--- src/rtl/uart_pkg.sv ---
// uart_pkg: UART state encoding and frame constants shared by the tx arbiter and future rx blocks
package uart_pkg;

    localparam logic [2:0] ST_IDLE   = 3'd0;
    localparam logic [2:0] ST_START  = 3'd1;
    localparam logic [2:0] ST_DATA   = 3'd2;
    localparam logic [2:0] ST_PARITY = 3'd3;
    localparam logic [2:0] ST_STOP   = 3'd4;

    typedef enum logic [2:0] {
        IDLE   = ST_IDLE,
        START  = ST_START,
        DATA   = ST_DATA,
        PARITY = ST_PARITY,
        STOP   = ST_STOP
    } uart_state_t;

    localparam int   DATA_BITS     = 8;
    localparam logic TX_IDLE_LEVEL = 1'b1;

endpackage

--- src/rtl/uart_tx_arbiter_if.sv ---
// uart_tx_arbiter_if: per-requester byte handshake (valid/data in, one-hot ready out)
interface uart_tx_arbiter_if
    import uart_pkg::*;
#(
    parameter int NUM_REQ = 4
);

    logic [NUM_REQ-1:0]           req_valid;
    logic [DATA_BITS*NUM_REQ-1:0] req_data;
    logic [NUM_REQ-1:0]           req_ready;

    modport master (output req_valid, output req_data, input req_ready);
    modport slave  (input req_valid, input req_data, output req_ready);

endinterface

--- src/rtl/uart_baud_tick.sv ---
// uart_baud_tick: bit-period counter with synchronous clear, one-cycle tick at DIV-1
module uart_baud_tick #(
    parameter int CLOCK_RATE = 40_000_000,
    parameter int BAUD_RATE  = 9600
) (
    input  logic clk,
    input  logic rst_n,
    input  logic clr,
    output logic tick
);

    localparam int DIV = CLOCK_RATE / BAUD_RATE;
    localparam int CW  = $clog2(DIV);

    logic [CW-1:0] cnt;

    assign tick = cnt == CW'(DIV - 1);

    // count 0..DIV-1 and wrap; clr parks the counter at 0 between frames
    always_ff @(posedge clk or negedge rst_n) begin
        if (!rst_n) cnt <= '0;
        else        cnt <= (clr || tick) ? '0 : cnt + CW'(1);
    end

endmodule

--- src/rtl/uart_tx_arbiter.sv ---
// uart_tx_arbiter: round-robin sharing of one 8N1 UART TX line; define UART_TX_PARITY_EN for an even parity bit
module uart_tx_arbiter
    import uart_pkg::*;
#(
    parameter  int CLOCK_RATE = 40_000_000,
    parameter  int BAUD_RATE  = 9600,
    parameter  int NUM_REQ    = 4,
    parameter  int STOP_BITS  = 1,
    localparam int IDW        = $clog2(NUM_REQ)
) (
    input  logic                  clk,
    input  logic                  rst_n,
    uart_tx_arbiter_if.slave      req,
    output logic                  tx,
    output logic                  busy,
    output logic [IDW-1:0]        grant_id,
    output logic                  frame_done
);

    uart_state_t          state, state_next;
    logic [IDW-1:0]       rr_ptr;
    logic [2:0]           bit_idx;
    logic [DATA_BITS-1:0] data_q;
    logic                 tick;
    logic                 any_valid;
    logic [IDW:0]         sh, sum;
    logic [IDW-1:0]       pos, winner;
    logic [NUM_REQ-1:0]   rot;

    uart_baud_tick #(
        .CLOCK_RATE(CLOCK_RATE),
        .BAUD_RATE (BAUD_RATE)
    ) u_baud (
        .clk  (clk),
        .rst_n(rst_n),
        .clr  (state == IDLE),
        .tick (tick)
    );

    // rotate requests so rr_ptr+1 lands on bit 0, pick the lowest set bit, rotate the index back
    always_comb begin
        any_valid = |req.req_valid;
        sh        = {1'b0, rr_ptr} + (IDW+1)'(1);
        rot       = NUM_REQ'({req.req_valid, req.req_valid} >> sh);
        pos       = '0;
        for (int i = NUM_REQ - 1; i >= 0; i--) if (rot[i]) pos = IDW'(i);
        sum       = sh + {1'b0, pos};
        winner    = (sum >= (IDW+1)'(NUM_REQ)) ? IDW'(sum - (IDW+1)'(NUM_REQ)) : sum[IDW-1:0];
    end

    // state register; async reset aborts any frame in flight
    always_ff @(posedge clk or negedge rst_n) begin
        if (!rst_n) state <= IDLE;
        else        state <= state_next;
    end

    // next state and line outputs; bit_idx counts data bits in DATA and stop bits in STOP
    always_comb begin
        state_next    = state;
        tx            = TX_IDLE_LEVEL;
        busy          = state != IDLE;
        frame_done    = 1'b0;
        req.req_ready = (state == IDLE && any_valid) ? NUM_REQ'(1) << winner : '0;
        case (state)
            IDLE:   if (any_valid) state_next = START;
            START: begin
                tx = 1'b0;
                if (tick) state_next = DATA;
            end
`ifdef UART_TX_PARITY_EN
            DATA: begin
                tx = data_q[bit_idx];
                if (tick && bit_idx == 3'(DATA_BITS - 1)) state_next = PARITY;
            end
            PARITY: begin
                tx = ^data_q;
                if (tick) state_next = STOP;
            end
`else
            DATA: begin
                tx = data_q[bit_idx];
                if (tick && bit_idx == 3'(DATA_BITS - 1)) state_next = STOP;
            end
`endif
            STOP: begin
                frame_done = tick && bit_idx == 3'(STOP_BITS - 1);
                if (frame_done) state_next = IDLE;
            end
            default: state_next = IDLE;
        endcase
    end

    // capture the granted byte and owner; bit index restarts whenever the state changes
    always_ff @(posedge clk or negedge rst_n) begin
        if (!rst_n) begin
            rr_ptr   <= IDW'(NUM_REQ - 1);
            grant_id <= '0;
            data_q   <= '0;
            bit_idx  <= '0;
        end else begin
            if (state == IDLE && any_valid) begin
                data_q   <= req.req_data[DATA_BITS*winner +: DATA_BITS];
                grant_id <= winner;
                rr_ptr   <= winner;
            end
            if (tick) bit_idx <= (state != state_next) ? 3'd0 : bit_idx + 3'd1;
        end
    end

endmodule

--- src/flat_wrapper.sv ---
// flat-port wrapper written by rule: the top's interface ports become plain ports
module uart_tx_arbiter_flat import uart_pkg::*;
#(
    parameter  int CLOCK_RATE = 40_000_000,
    parameter  int BAUD_RATE  = 9600,
    parameter  int NUM_REQ    = 4,
    parameter  int STOP_BITS  = 1,
    localparam int IDW        = $clog2(NUM_REQ)
)
  (clk, rst_n, tx, busy, grant_id, frame_done, req_req_valid, req_req_data, req_req_ready);
  uart_tx_arbiter_if #(.NUM_REQ(NUM_REQ)) req_i ();
  input  logic clk;
  input  logic rst_n;
  output logic tx;
  output logic busy;
  output logic [IDW-1:0] grant_id;
  output logic frame_done;
  input wire logic [$bits(req_i.req_valid)-1:0] req_req_valid;
  input wire logic [$bits(req_i.req_data)-1:0] req_req_data;
  output wire logic [$bits(req_i.req_ready)-1:0] req_req_ready;
  assign req_i.req_valid = req_req_valid;
  assign req_i.req_data = req_req_data;
  assign req_req_ready = req_i.req_ready;
  uart_tx_arbiter #(.CLOCK_RATE(CLOCK_RATE), .BAUD_RATE(BAUD_RATE), .NUM_REQ(NUM_REQ), .STOP_BITS(STOP_BITS)) u_core (.clk(clk), .rst_n(rst_n), .req(req_i), .tx(tx), .busy(busy), .grant_id(grant_id), .frame_done(frame_done));
endmodule
--- config.mk ---
export PLATFORM = sky130hd
export DESIGN_NAME = uart_tx_arbiter_flat
export DESIGN_NICKNAME = d
export VERILOG_FILES = /design/src/rtl/uart_pkg.sv /design/src/rtl/uart_tx_arbiter_if.sv /design/src/rtl/uart_baud_tick.sv /design/src/rtl/uart_tx_arbiter.sv /design/src/flat_wrapper.sv
export SDC_FILE = /design/constraint.sdc
export NUM_CORES = 1
export LEC_CHECK = 0
export CORE_MARGIN = 2
export CORE_UTILIZATION = 33
export DETAILED_ROUTE_END_ITERATION = 10
export GPL_ROUTABILITY_DRIVEN = 0
export GPL_TIMING_DRIVEN = 1
export PLACE_DENSITY = 0.67
export SETUP_SLACK_MARGIN = 0.5
export SYNTH_ARGS = -nofsm -noshare
export SYNTH_HDL_FRONTEND = slang
export SYNTH_HIERARCHICAL = 1
export SYNTH_SLANG_ARGS = --single-unit
--- constraint.sdc ---
create_clock -name clk -period 3.1 [get_ports clk]
set_input_delay 0.465 -clock clk [delete_from_list [all_inputs] [get_ports clk]]
set_output_delay 0.465 -clock clk [all_outputs]
set_load 0.02 [all_outputs]
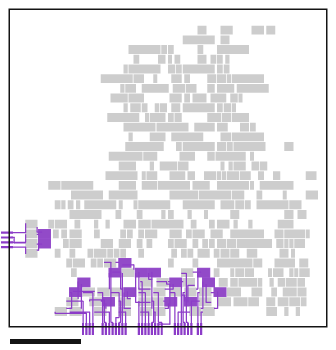
(images/port_trees.png)
Bar = 20 um.
| colour | port | bits | direction | edge | end cells | wire |
|---|---|---|---|---|---|---|
| purple | req_req_data | 32 | input | 28 bottom, 4 left | 16 | 451 um |
IO buf count: 46
# IOs: 47

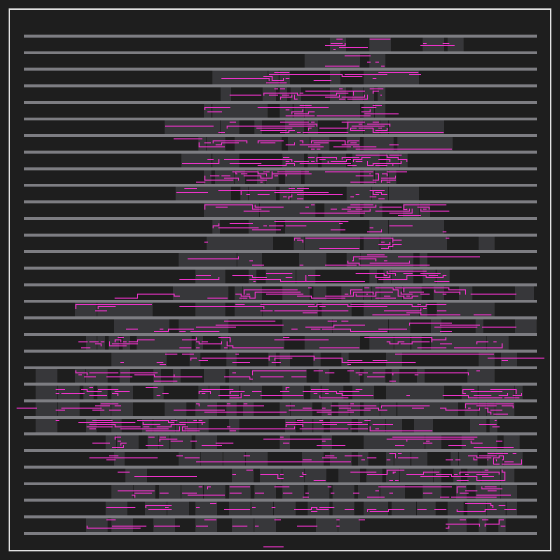
(images/m1.png)
Supply wires on this layer in grey. Cells faint in the background.
main direction: horizontal
wire length on this layer: 2260 um
Total Wirelength: 5.068 mm
met1 GRT Util: 0.1648
DR vias: 2117

[path summary, 6_finish.rpt]
| kind | end | slack, ps | cells past startpoint |
|---|---|---|---|
| setup reg to reg | u_core/data_q[7]$_DFFE_PN0P_ | 760 | 9 |
| setup / recovery | req_req_ready[1] | 440 | 9 |
| max in group asynchronous | u_core/rr_ptr[1]$_DFFE_PN1P_ | 2220 | 2 |
| min in group asynchronous | u_core/state[2]$_DFF_PN0_ | 560 | 2 |
| hold / removal | u_core/data_q[2]$_DFFE_PN0P_ | 500 | 2 |
| hold reg to reg | u_core/data_q[2]$_DFFE_PN0P_ | 500 | 2 |
[worst reg2reg max path, stage by stage, from the launching register on]
cell and delay, ps:
dfstp_2 600, o21ai_2 70, a21oi_2 140, o32ai_2 100
ha_2 400, buf_4 300, mux2i_1 290, nor3_1 70
mux2i_1 160, nand3_1 90
[power by group through the flow]
| stage | Combinational (uW) | Sequential (uW) | Clock [uW] |
|---|---|---|---|
| global route | 371 | 540 | 447 |
| floorplan | 209 | 517 | 0 |
| detailed placement | 309 | 536 | 0 |
| CTS | 316 | 530 | 419 |
| finish | 333 | 530 | 412 |
| global placement | 303 | 531 | 0 |
[cell usage after synthesis (4+ instances only)]
master	n
ha_1	6
o21ai_0	7
nor3_1	33
mux2i_1	35
buf_4	5
nand3_1	12
nor2_1	16
nand2_1	18
dfrtp_1	29
inv_1	11
a21oi_1	12
buf_2	4
[layout make-up]
cell class,count,area share
tap,96,0.03806
timing repair buffer,62,0.1792
clock inverter,2,0.01110
sequential,31,0.2470
multi-input combinational,200,0.4841
inverter,12,0.01427
clock buffer,6,0.02617
[cell families (layout without fill, tap and decap cells)]
group,count (synthesis),in the layout,synth area share
mux,38,38,0.1721
flops,31,31,0.3295
xor+xnor,6,6,0.03337
compound gates,35,35,0.09269
buf+inv,28,82,0.06409
fa+ha+maj,6,6,0.03178
simple gates,115,115,0.2765
[metrics by stage]
step                      utilization  cell area (um2)  instances
after floorplan                     -             2379        259
after global placement         0.4306             2958        398
after detailed placement       0.4306             2958        398
after CTS                      0.4505             3094        407
after global routing           0.4594             3156        409
final                          0.4594             3156        409
[routing by layer]
layer | GRT usage | up-vias
met4 | 0.04270 | 0
met2 | 0.2556 | 40
li1 | - | 1056
met5 | 0 | -
met3 | 0.03172 | 9
met1 | 0.1648 | 1012
[state kept, by name, indices dropped and copies added (netlist names)]
name / cells
u_core/u_baud/cnt: 13
u_core/grant_id: 2
u_core/state: 3
u_core/bit_idx: 3
u_core/rr_ptr: 2
u_core/data_q: 8
[timing repair]
action                                  in CTS  in global routing
pin swaps                                    8                  7
endpoints found under the setup margin      13                  6
buffers inserted                             1                  2
gates resized                               39                 16
==> flow_metrics.env <==
# physical design summary
export IMPL_fp_util=0.3439
export IMPL_max_stage_delay_ps=280
export IMPL_met1_length_mm=2.261
export IMPL_crit_start="req_req_valid[2]"
export IMPL_rows=30
export IMPL_holdCritStartpoint="u_core/data_q[2]$_DFFE_PN0P_"
export IMPL_power_density_nw_per_um2=403.9
export IMPL_post_drt_via_cell_ratio=5.176
export IMPL_dp_slack_ps=-436.6
export IMPL_power_uw=1275
export IMPL_maxCapViolCount=0
export IMPL_critPathSlowestCell="ha_2"
export IMPL_cts_hold_buf=0
export IMPL_worstPathArrival_ps=2200
export IMPL_path_clk_slew_ps=60
export IMPL_crit_chain="dlygate4sd2_1 > nand2_1 > a21oi_2 > o32ai_2 > ha_2 > xor2_4 > xnor2_4 > nor3b_2 > buf_4"
export IMPL_combGateArea_um2=1528
export IMPL_layout_drive_gt1_share=0.2013
export IMPL_wire_per_inst_um=12.39
export IMPL_syn2layout_area_growth_pct=33.58
export IMPL_cts_tree="built"
export IMPL_wl_met3_um=165
export IMPL_htree_levels=2
export IMPL_grt_max_degree=46
export IMPL_status="finished clean"
export IMPL_synth_area_leader_cell="dfrtp_1"
export IMPL_critPathTopFamily="buffers and inverters"
export IMPL_edf_count=0
export IMPL_max_slew_margin=0.7149
export IMPL_drv_slew=0
export IMPL_r2r_start="u_core/rr_ptr[1]$_DFFE_PN1P_"
export IMPL_max_vdd_ir_drop_mv=0.1476
export IMPL_final_hold_viol_count=0
export IMPL_yosysUniqueCellTypes=56
export IMPL_grt_pass1_vias=2089
export IMPL_pwr_share_seq=0.416
export IMPL_synth_seq_cells=31
export IMPL_antenna_left=0
export IMPL_antenna_found_initial=0
export IMPL_die_h_um=88.61
export IMPL_cts_buffer_depth=2
export IMPL_power_frac_comb=0.261
export IMPL_drc=0
